Fig. 1: run 1, register map, names as in the netlist
Scale bar: 20 um.
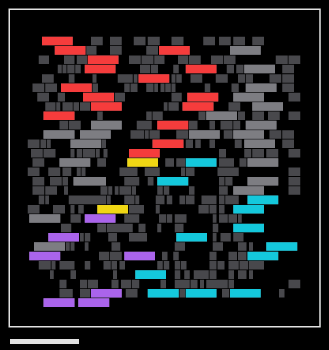
Fig. 2: run 1, a small window of the routed layout
Window x 52 to 82, y 8 to 38 um. Cells in grey, sequential cells in the stronger grey; small squares are vias.
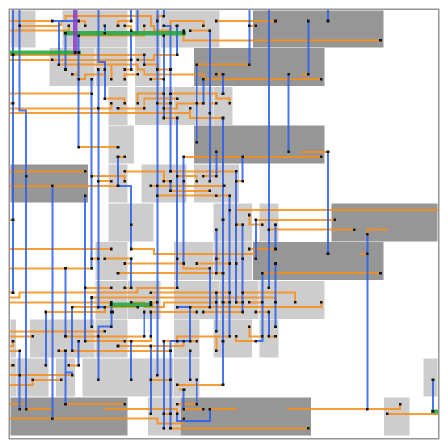
Fig. 3: run 1, clock wires, drivers and flops
Scale bar: 20 um.
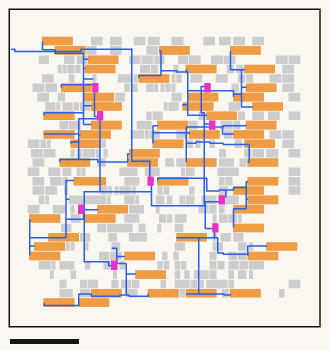
Fig. 4: run 1, cell sizes after repair
Scale bar: 20 um.
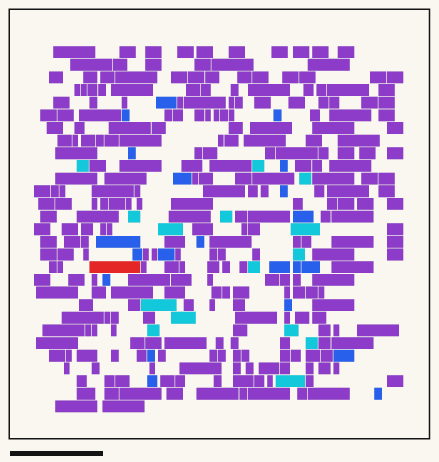
<file path="config.mk">
export PLATFORM = sky130hd
export DESIGN_NAME = mcp3202_scheduler
export DESIGN_NICKNAME = d
export VERILOG_FILES = /design/src/rtl/mcp3202_scheduler.sv
export SDC_FILE = /design/constraint.sdc
export NUM_CORES = 1
export LEC_CHECK = 0
export CAP_MARGIN = 40
export CELL_PAD_IN_SITES_DETAIL_PLACEMENT = 0
export CELL_PAD_IN_SITES_GLOBAL_PLACEMENT = 1
export CORE_AREA = 5 5 85 87
export CTS_BUF_LIST = sky130_fd_sc_hd__clkbuf_2
export DETAILED_ROUTE_END_ITERATION = 10
export DIE_AREA = 0 0 90 92
export PLACE_DENSITY_LB_ADDON = 0.1
export SYNTH_ARGS = -nofsm -noshare
export SYNTH_HDL_FRONTEND = slang
export SYNTH_SLANG_ARGS = --single-unit
</file>
<file path="constraint.sdc">
create_clock -name clk -period 2.95 [get_ports clk]
set_clock_uncertainty 0.05 [all_clocks]
set_input_delay 0.4425 -clock clk [delete_from_list [all_inputs] [get_ports clk]]
set_output_delay 0.4425 -clock clk [all_outputs]
set_load 0.02 [all_outputs]
</file>
<file path="src/rtl/mcp3202_scheduler.sv">
// rtl/mcp3202_scheduler.sv - two-requester round-robin scheduler for an MCP3202 SPI conversion engine
//
// Purpose:
//   Arbitrates between two requesters, launches one engine frame per grant,
//   returns the 12-bit result (or a timeout error) to the granted requester,
//   and enforces a minimum idle gap (CS-high time) between frames.
//
// Ports:
//   clk, rst_n           system clock, asynchronous active-low reset
//   enable               high permits new grants
//   req[1:0]             per-requester level request
//   req_odd[1:0]         per-requester channel select (0 = CH0, 1 = CH1)
//   req_sgl[1:0]         per-requester mode (1 = single-ended, 0 = differential)
//   rsp_valid[1:0]       one-cycle response pulse to the served requester
//   rsp_data[11:0]       conversion result, valid with rsp_valid
//   rsp_err              timeout flag, valid with rsp_valid
//   eng_start            one-cycle pulse launching one engine frame
//   eng_sgl, eng_odd     engine mode/channel, stable for the whole frame
//   eng_abort            one-cycle pulse forcing the engine back to CS-high
//   eng_done, eng_data   engine completion pulse and result
//   busy                 high whenever the scheduler is not idle
//   conv_count[15:0]     successful conversions, wrapping at 2^16

module mcp3202_scheduler #(
   parameter int MIN_GAP = 64,
   parameter int TIMEOUT = 4095
) (
   input  logic        clk,
   input  logic        rst_n,
   input  logic        enable,
   input  logic [1:0]  req,
   input  logic [1:0]  req_odd,
   input  logic [1:0]  req_sgl,
   output logic [1:0]  rsp_valid,
   output logic [11:0] rsp_data,
   output logic        rsp_err,
   output logic        eng_start,
   output logic        eng_sgl,
   output logic        eng_odd,
   output logic        eng_abort,
   input  logic        eng_done,
   input  logic [11:0] eng_data,
   output logic        busy,
   output logic [15:0] conv_count
);

   localparam int TW = (TIMEOUT > 1) ? $clog2(TIMEOUT + 1) : 1;
   localparam int GW = (MIN_GAP > 1) ? $clog2(MIN_GAP + 1) : 1;

   // The abort and response are registered, so the terminal count is one
   // below TIMEOUT: eng_abort then appears exactly TIMEOUT cycles after the
   // first WAIT cycle. Likewise GAP leaves after its MIN_GAP-th cycle.
   localparam logic [TW-1:0] T_LAST = TW'(TIMEOUT - 1);
   localparam logic [GW-1:0] G_LAST = GW'(MIN_GAP - 1);

   typedef enum logic [1:0] {
      S_IDLE  = 2'd0,
      S_START = 2'd1,
      S_WAIT  = 2'd2,
      S_GAP   = 2'd3
   } state_t;

   state_t        state;
   logic          gnt;        // requester owning the current conversion
   logic          last_gnt;   // most recently granted requester
   logic          pick;       // arbitration winner for this cycle
   logic [TW-1:0] tcnt;
   logic [GW-1:0] gcnt;

   // Round-robin: on a tie the requester not granted last time wins;
   // otherwise the sole requester wins.
   always_comb begin
      pick = 1'b0;
      if (req == 2'b11)
         pick = ~last_gnt;
      else
         pick = req[1];
   end

   always_ff @(posedge clk or negedge rst_n) begin
      if (!rst_n) begin
         state      <= S_IDLE;
         gnt        <= 1'b0;
         last_gnt   <= 1'b1;   // makes requester 0 win the first tie
         tcnt       <= '0;
         gcnt       <= '0;
         busy       <= 1'b0;
         eng_start  <= 1'b0;
         eng_abort  <= 1'b0;
         eng_sgl    <= 1'b0;
         eng_odd    <= 1'b0;
         rsp_valid  <= 2'b00;
         rsp_err    <= 1'b0;
         rsp_data   <= 12'h000;
         conv_count <= 16'h0000;
      end else begin
         // Pulse outputs default low every cycle.
         eng_start <= 1'b0;
         eng_abort <= 1'b0;
         rsp_valid <= 2'b00;
         rsp_err   <= 1'b0;
         rsp_data  <= 12'h000;

         case (state)
            S_IDLE: begin
               if (enable && (req != 2'b00)) begin
                  gnt       <= pick;
                  last_gnt  <= pick;
                  // Mode/channel are captured here so later changes on the
                  // request side cannot disturb the frame in flight.
                  eng_odd   <= req_odd[pick];
                  eng_sgl   <= req_sgl[pick];
                  eng_start <= 1'b1;
                  busy      <= 1'b1;
                  state     <= S_START;
               end
            end

            S_START: begin
               tcnt  <= '0;
               state <= S_WAIT;
            end

            S_WAIT: begin
               // eng_done is tested first so it wins over a same-cycle timeout.
               if (eng_done) begin
                  rsp_valid  <= gnt ? 2'b10 : 2'b01;
                  rsp_data   <= eng_data;
                  conv_count <= conv_count + 16'd1;
                  gcnt       <= '0;
                  state      <= S_GAP;
               end else if (tcnt == T_LAST) begin
                  eng_abort <= 1'b1;
                  rsp_valid <= gnt ? 2'b10 : 2'b01;
                  rsp_err   <= 1'b1;
                  gcnt      <= '0;
                  state     <= S_GAP;
               end else begin
                  tcnt <= tcnt + TW'(1);
               end
            end

            S_GAP: begin
               // eng_done arriving here (late engine) falls through unused.
               if (gcnt == G_LAST) begin
                  busy  <= 1'b0;
                  state <= S_IDLE;
               end else begin
                  gcnt <= gcnt + GW'(1);
               end
            end

            default: begin
               busy  <= 1'b0;
               state <= S_IDLE;
            end
         endcase
      end
   end

endmodule

</file>
==> flow_metrics.tcl, run 1 <==
# metrics dict for downstream scripts
set metrics [dict create \
    worstPathArrival_ps 2550 \
    setup_viol 0 \
    area_growth_pct 28.0 \
    slew_headroom_pct 47.5 \
    drive_gt1_share_pct 11.7 \
    cts_resized 0 \
    hp-start "gnt" \
    fp_nets 279 \
    flop_cell "dfrtp_1" \
    synth_flops 58 \
    grt_pass1_wl_um 9890 \
    yosys_warnings 0 \
    final_common_cell "dfrtp_1" \
    drc_errors 0 \
    antenna_found_initial 0 \
    fin_area_um2 3510 \
    clk_pin_slew_ps 170 \
    met1_usage_pct 20.7 \
    hold_path_depth 1 \
    port_buffers 57 \
    ys_cells 249 \
    hold_path.class "flop to flop" \
    async_flop_share_pct 100 \
    grt_usage_pct 14.6 \
    tool_warnings 30 \
    grt_pass1_vias 1983 \
    cp-start-kind "flop" \
    ys_types 52 \
    ant_nets 0 \
    reg2reg_slack_ps 720 \
    grt_start_max_net_pins 36 \
    layout_min_cycle_time_ps 2230 \
    dr_total_vias 2064 \
    fin_nets 342 \
    lay_top_cells "dfrtp_1 (57), clkdlybuf4s50_1 (56), nand2_1 (26)" \
    leakagePower_nw 1.64 \
    r2r_start "tcnt[0]" \
    grt-ovfl-total 0 \
    fmax_mhz 448 \
    rows 29 \
    rsz0062_at_grt "false" \
    diodes 0 \
    n_fill_cell 553 \
    numCtsBuffers 9 \
    fp.dieH_um 92 \
    drt_iter0_markers 66 \
    total_power_w 0.00251 \
    fp-utilization_pct 43.7 \
    status "finished clean" \
    post-route-util_pct 55.9 \
    period_used_pct 75.7 \
    power_density_nw_per_um2 714 \
    avgViaCountPerCell 5.24 \
    met3_usage_pct 4.09 \
    drv_slew 0 \
    die-area_um2 8280 \
    synth-edff-count 0 \
    setup_tns_ps 0 \
    cts_sinks 58 \
    ys_chip_area_um2 2740 \
    cts_buffer_depth 2 \
    syn_area_per_cell_um2 11.0 \
    grtUsageMet2_pct 20.4 \
    drv_cap 0 \
    final-hold-violation-count 0 \
    wl_um 5740 \
    hpwl_um 4160 \
    ys_seq_share_pct 53.0 \
    worst_pin_slew_ps 788 \
    coreArea_um2 6280 \
    htreeDepth 3 \
    pin_count 58 \
    synth.cell_area_um2 2740 \
    die_w_um 90 \
    worstRegToRegCells 8 \
]
Back to the opening pictures, Fig. 1:
- purple: `gcnt` (placed flops 7; where south-west)
- red: `conv_count` (placed flops 16)
- yellow: `state` (placed flops 2)
- cyan: `tcnt` (placed flops 12)
- not coloured: 21

Back to the opening pictures, Fig. 2:
- purple: M4
- blue: M2
- green: M3
- orange: M1
- sequential cells in the window: 8
- most frequent: dfrtp_1 (8), nand2_1 (5), nand4_1 (4)
- netlist names of flops here include: `tcnt` (8)
- cells with their middle in the window: 45

Back to the opening pictures, Fig. 3:
- magenta: clock-net drivers (count 9)
- blue: clock wires (length 760 um)
- orange: flip-flops (count 58)
- flops lie: all over the die
clock share of power: 20.0%
clk ins delay skew pair: 470 ps
Power Clock: 0.000502 W

Back to the opening pictures, Fig. 4:
- blue: x2 (cells 21)
- red: x6 and larger (cells 1)
- cyan: x3 and x4 (cells 15)
- purple: x1 and smaller (cells 280)

run 1: flip-flops by register name, summed over array words and instances, names as in the netlist:
register,cells
rsp_valid,2
eng_odd,1
tcnt,12
gcnt,7
busy,1
last_gnt,1
eng_abort,1
gnt,1
eng_start,1
eng_sgl,1
rsp_data,12
conv_count,16
state,2
run 1: cells by family after synthesis:
kind of cell / count (synthesis) / share of synthesized area, %
fa+ha+maj: 8 / 3.65
buf+inv: 21 / 3.56
flops: 58 / 53.0
mux: 6 / 2.46
xor+xnor: 15 / 4.79
compound gates: 36 / 10.7
simple gates: 105 / 21.9
run 1: cell type report:
class | count | area, um^2 | share of cell area (%)
Multi-Input combinational cell | 170 | 1190 | 34.0
Tap cell | 77 | 96.3 | 2.74
Clock buffer | 9 | 45.0 | 1.28
Sequential cell | 58 | 1450 | 41.4
Clock inverter | 7 | 70.1 | 2.00
Timing Repair Buffer | 64 | 621 | 17.7
Inverter | 9 | 33.8 | 0.962
run 1: critical path, cell delays in order (launching register included):
cell and delay (ps):
dfrtp_1 450, inv_1 70, ha_1 170, nand4_2 170, o31ai_2 580, buf_4 270
buf_4 160, o311ai_0 120, o41ai_1 90
run 1: report_power, final:
part           internal (W)  switching (W)  total [W]
combinational      0.000427       0.000507   0.000934
clock              0.000192       0.000310   0.000502
sequential         0.000946       0.000126    0.00107
total               0.00156       0.000943    0.00251
run 1: repair_timing:
item	4_1_cts	5_1_grt
hold buffers	1	0
setup buffers	0	0
hold endpoints to repair	32	0
run 1: Yosys cell counts, types with 2 or more instances:
cell	n	area, um^2
buf_4	2	15.0
nand3_1	18	90.1
and3_1	17	106
buf_2	3	15.0
clkbuf_1	6	22.5
a211o_1	2	17.5
nor4b_1	3	26.3
ha_1	8	100
nor2b_1	3	18.8
a221o_1	3	30.0
nand4_1	5	31.3
nand4_2	2	25.0
dfrtp_1	57	1430
nand2_1	26	97.6
o21a_1	2	15.0
o21ai_0	9	45.0
and2_1	4	25.0
inv_1	9	33.8
a21oi_1	4	20.0
or4_1	4	30.0
nor2_1	6	22.5
xor2_1	6	52.6
or2_2	2	12.5
and4_1	2	17.5
xnor2_1	9	78.8
nor3_1	6	30.0
mux2i_1	3	30.0
o211ai_1	4	30.0
run 1: per-stage QoR:
step           setup slack [ps]  instances  hold slack [ps]
2_1_floorplan              1110        249             96.9
3_3_place_gp                539        376              362
3_5_place_dp                449        377              370
4_1_cts                     715        394              385
5_1_grt                     566        394              420
6_report                    718        394              377
run 1: layer usage:
layer	vias to the layer above	share of wire (%)	wire length, um
met5	-	0	0
li1	1014	-	-
met4	0	1.9	110
met1	986	50	2870
met3	10	5.2	301
met2	54	43	2450
run 1: worst max path at each step:
| stage | startpoint | endpoint | slack [ps] | depth (start not counted) |
|---|---|---|---|---|
| detailed placement | eng_done | tcnt[10] | 450 | 7 |
| finish | tcnt[0] | tcnt[9] | 720 | 8 |
| floorplan | tcnt[0] | gcnt[4] | 1110 | 6 |
| global route | state[0] | tcnt[10] | 570 | 8 |
| global placement | eng_done | tcnt[11] | 540 | 6 |
| CTS | tcnt[0] | tcnt[9] | 710 | 8 |
==> inputs of run 2 (changes only) <==
--- a/config.mk
+++ b/config.mk
@@ -8,10 +8,10 @@
 export CAP_MARGIN = 40
 export CELL_PAD_IN_SITES_DETAIL_PLACEMENT = 0
 export CELL_PAD_IN_SITES_GLOBAL_PLACEMENT = 1
-export CORE_AREA = 5 5 85 87
+export CORE_AREA = 5 5 93 95
 export CTS_BUF_LIST = sky130_fd_sc_hd__clkbuf_2
 export DETAILED_ROUTE_END_ITERATION = 10
-export DIE_AREA = 0 0 90 92
+export DIE_AREA = 0 0 98 100
 export PLACE_DENSITY_LB_ADDON = 0.1
 export SYNTH_ARGS = -nofsm -noshare
 export SYNTH_HDL_FRONTEND = slang
==> constraint.sdc (replaced) <==
create_clock -name clk -period 2.05 [get_ports clk]
set_clock_uncertainty 0.05 [all_clocks]
set_input_delay 0.3075 -clock clk [delete_from_list [all_inputs] [get_ports clk]]
set_output_delay 0.3075 -clock clk [all_outputs]
set_load 0.02 [all_outputs]
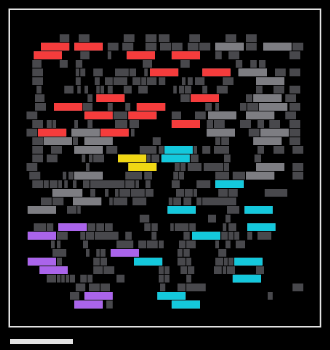
Fig. 5. Register map, names as in the netlist (run 2).
Scale bar: 20 um.
- purple: `gcnt` (placed flops 7; where south-west)
- cyan: `tcnt` (placed flops 12)
- yellow: `state` (placed flops 2)
- red: `conv_count` (placed flops 16)

==> run 2 against run 1 <==
Net effect:
- largest power group is now combinational cells
- register-to-register slack lost 570 ps
- count of clock-buffer cells in the layout increased by 1
- largest cell class unchanged
- flip-flop count is the same
- routed wire length rose by 8.2%
- worst setup slack got worse by 630 ps
- highest routed layer unchanged
- die size up 18%
- cell area up 5.3%
==> flow_metrics.tcl, run 2 <==
# metrics dict for downstream scripts
set metrics [dict create \
    syn_area_per_cell_um2 11.0 \
    drc_errors 0 \
    status "finished clean" \
    grt_usage_pct 13.5 \
    drv_slew 0 \
    leakagePower_nw 1.73 \
    async_flop_share_pct 100 \
    crit_family "buffers and inverters" \
    yosys_warnings 0 \
    htreeDepth 3 \
    grt_pass1_wl_um 10600 \
    insertion_delay_ps 490 \
    wl_um 6210 \
    synth.cell_area_um2 2740 \
    setup_tns_ps 0 \
    die_w_um 98 \
    place_ws_ps -107 \
    common_cells "dfrtp_1 (57), nand2_1 (26), nand3_1 (18)" \
    fp.dieH_um 100 \
    largest_area_cell "dfrtp_1" \
    diodes 0 \
    worst_pin_slew_ps 459 \
    ys_cells 249 \
    rows 32 \
    avgViaCountPerCell 4.91 \
    drt_iter0_markers 57 \
    fp_nets 279 \
    yosysMostFrequentCell "dfrtp_1" \
    drv_cap 0 \
    flop_cell "dfrtp_1" \
    setup_viol 0 \
    dr_total_vias 2124 \
    period_used_pct 95.6 \
    rsz0062_at_grt "false" \
    numCtsBuffers 9 \
    fp-utilization_pct 35.9 \
    final-hold-violation-count 0 \
    largest_reg_flops 16 \
    grt-ovfl-total 0 \
    synth_flops 58 \
    ys_sh_xor_pct 4.79 \
    ys_types 52 \
    cts_buffer_depth 2 \
    clk_pin_slew_ps 200 \
    n_fill_cell 743 \
    die-area_um2 9800 \
    fin_nets 356 \
    endpoint_kind "output port" \
    netlist_logic_family_top "simple AND/OR/NAND/NOR gates" \
    worstRegToRegCells 8 \
    hold_path.class "primary input to async pin" \
    cp-start-kind "flop" \
    topCellsByArea "dfrtp_1 (52%), and3_1 (3.9%), ha_1 (3.6%)" \
    pin_count 58 \
    r2r_start "state[0]" \
    antenna_found_initial 0 \
    coreArea_um2 7650 \
    ys_chip_area_um2 2740 \
    drive_gt1_share_pct 16.6 \
    synth.top_cell.area_share_pct 52.0 \
    cts_sinks 58 \
    path_buffers 1 \
    area_growth_pct 34.9 \
    final_common_cell "dfrtp_1" \
    synth-edff-count 0 \
    power_density_nw_per_um2 1050 \
    compound_area_share_pct 10.7 \
    cp_cell_sequence "clkdlybuf4s50_1" \
    layout_min_cycle_time_ps 1960 \
    worst_slack_ps 89.4 \
    largestRegisters "conv_count (16), rsp_data (12), tcnt (12)" \
    tool_warnings 30 \
    fin_area_um2 3700 \
    ys_sh_simple_pct 21.9 \
    reg2reg_slack_ps 150 \
    fin_hold_ws_ps 230 \
    worstPathArrival_ps 1600 \
    lay_top_cells "dfrtp_1 (57), clkdlybuf4s50_1 (56), nand2_1 (25)" \
    ant_nets 0 \
    ys_sh_mux_pct 2.46 \
    cp_slowest_cell "clkdlybuf4s50_1" \
    hpwl_um 4440 \
    cpPeakStageDelay_ps 640 \
    top_register "conv_count" \
    ys_seq_share_pct 53.0 \
    fmax_mhz 510 \
    slew_headroom_pct 69.1 \
    grt_pass1_vias 2116 \
]
==> run 2: cell types whose count changed in the layout (fill, tap and decap cells not counted), sizes merged <==
cell / before / now
buf: 7 / 21
clkinvlp: 3 / 1
bufinv: 1 / 2
clkbuf: 9 / 10
==> run 2: area by class of cell <==
| type | instances | share of cell area, % |
|---|---|---|
| flip-flops and latches | 58 | 39.3 |
| multi-input cells | 170 | 32.7 |
| repair buffers | 78 | 20.1 |
| well taps | 102 | 3.45 |
| clock inverters | 6 | 2.20 |
| clock buffers | 10 | 1.35 |
| inverters | 9 | 0.913 |
==> run 2: power breakdown <==
group          total [W]  internal, W  leakage, nW  switching [W]
sequential       0.00152      0.00136        0.779       0.000159
clock           0.000842     0.000401       0.0793       0.000441
combinational    0.00153     0.000733        0.875       0.000801
==> run 2: per-stage QoR <==
step	total power (W)	std cells	util (%)
after global placement	0.00305	415	46.1
after global routing	0.00419	433	48.4
after floorplan	0.00242	249	-
final	0.00390	433	48.4
after CTS	0.00392	432	48.0
after detailed placement	0.00306	415	46.1
==> run 2: logic make-up (layout without fill, tap and decap cells) <==
| group | count (synthesis) | count (layout) |
|---|---|---|
| xor+xnor | 15 | 15 |
| mux | 6 | 6 |
| simple gates | 105 | 105 |
| buf+inv | 21 | 103 |
| fa+ha+maj | 8 | 8 |
| compound gates | 36 | 36 |
| flops | 58 | 58 |
==> run 2: metal layers <==
metal / routed length [um] / global-route usage (%) / share of wire [%] / vias to the layer above
met4: 91 / 6.18 / 1.5 / 0
li1: - / - / - / 1045
met5: 0 / 0 / 0 / -
met1: 2960 / 17.9 / 48 / 1016
met3: 372 / 4.03 / 6.0 / 7
met2: 2780 / 20.5 / 45 / 56
==> run 2: what timing repair did <==
action | CTS | global route
hold buffers | 1 | 0
endpoints found under the hold margin | 38 | 0
resized | 1 | 5
setup buffers | 0 | 1
endpoints found under the setup margin | 2 | 7
==> run 2: how the worst max path moves through the flow <==
stage,startpoint,depth (start not counted),endpoint,slack (ps)
5_1_grt,conv_count[9],1,conv_count[9],4
6_report,conv_count[0],1,conv_count[0],90
3_5_place_dp,eng_done,7,tcnt[11],-110
4_1_cts,conv_count[0],1,conv_count[0],30
3_3_place_gp,eng_done,7,tcnt[10],-60
2_1_floorplan,tcnt[0],6,gcnt[4],210
Power figures rest on the tool's default switching activity, not on a simulated workload.
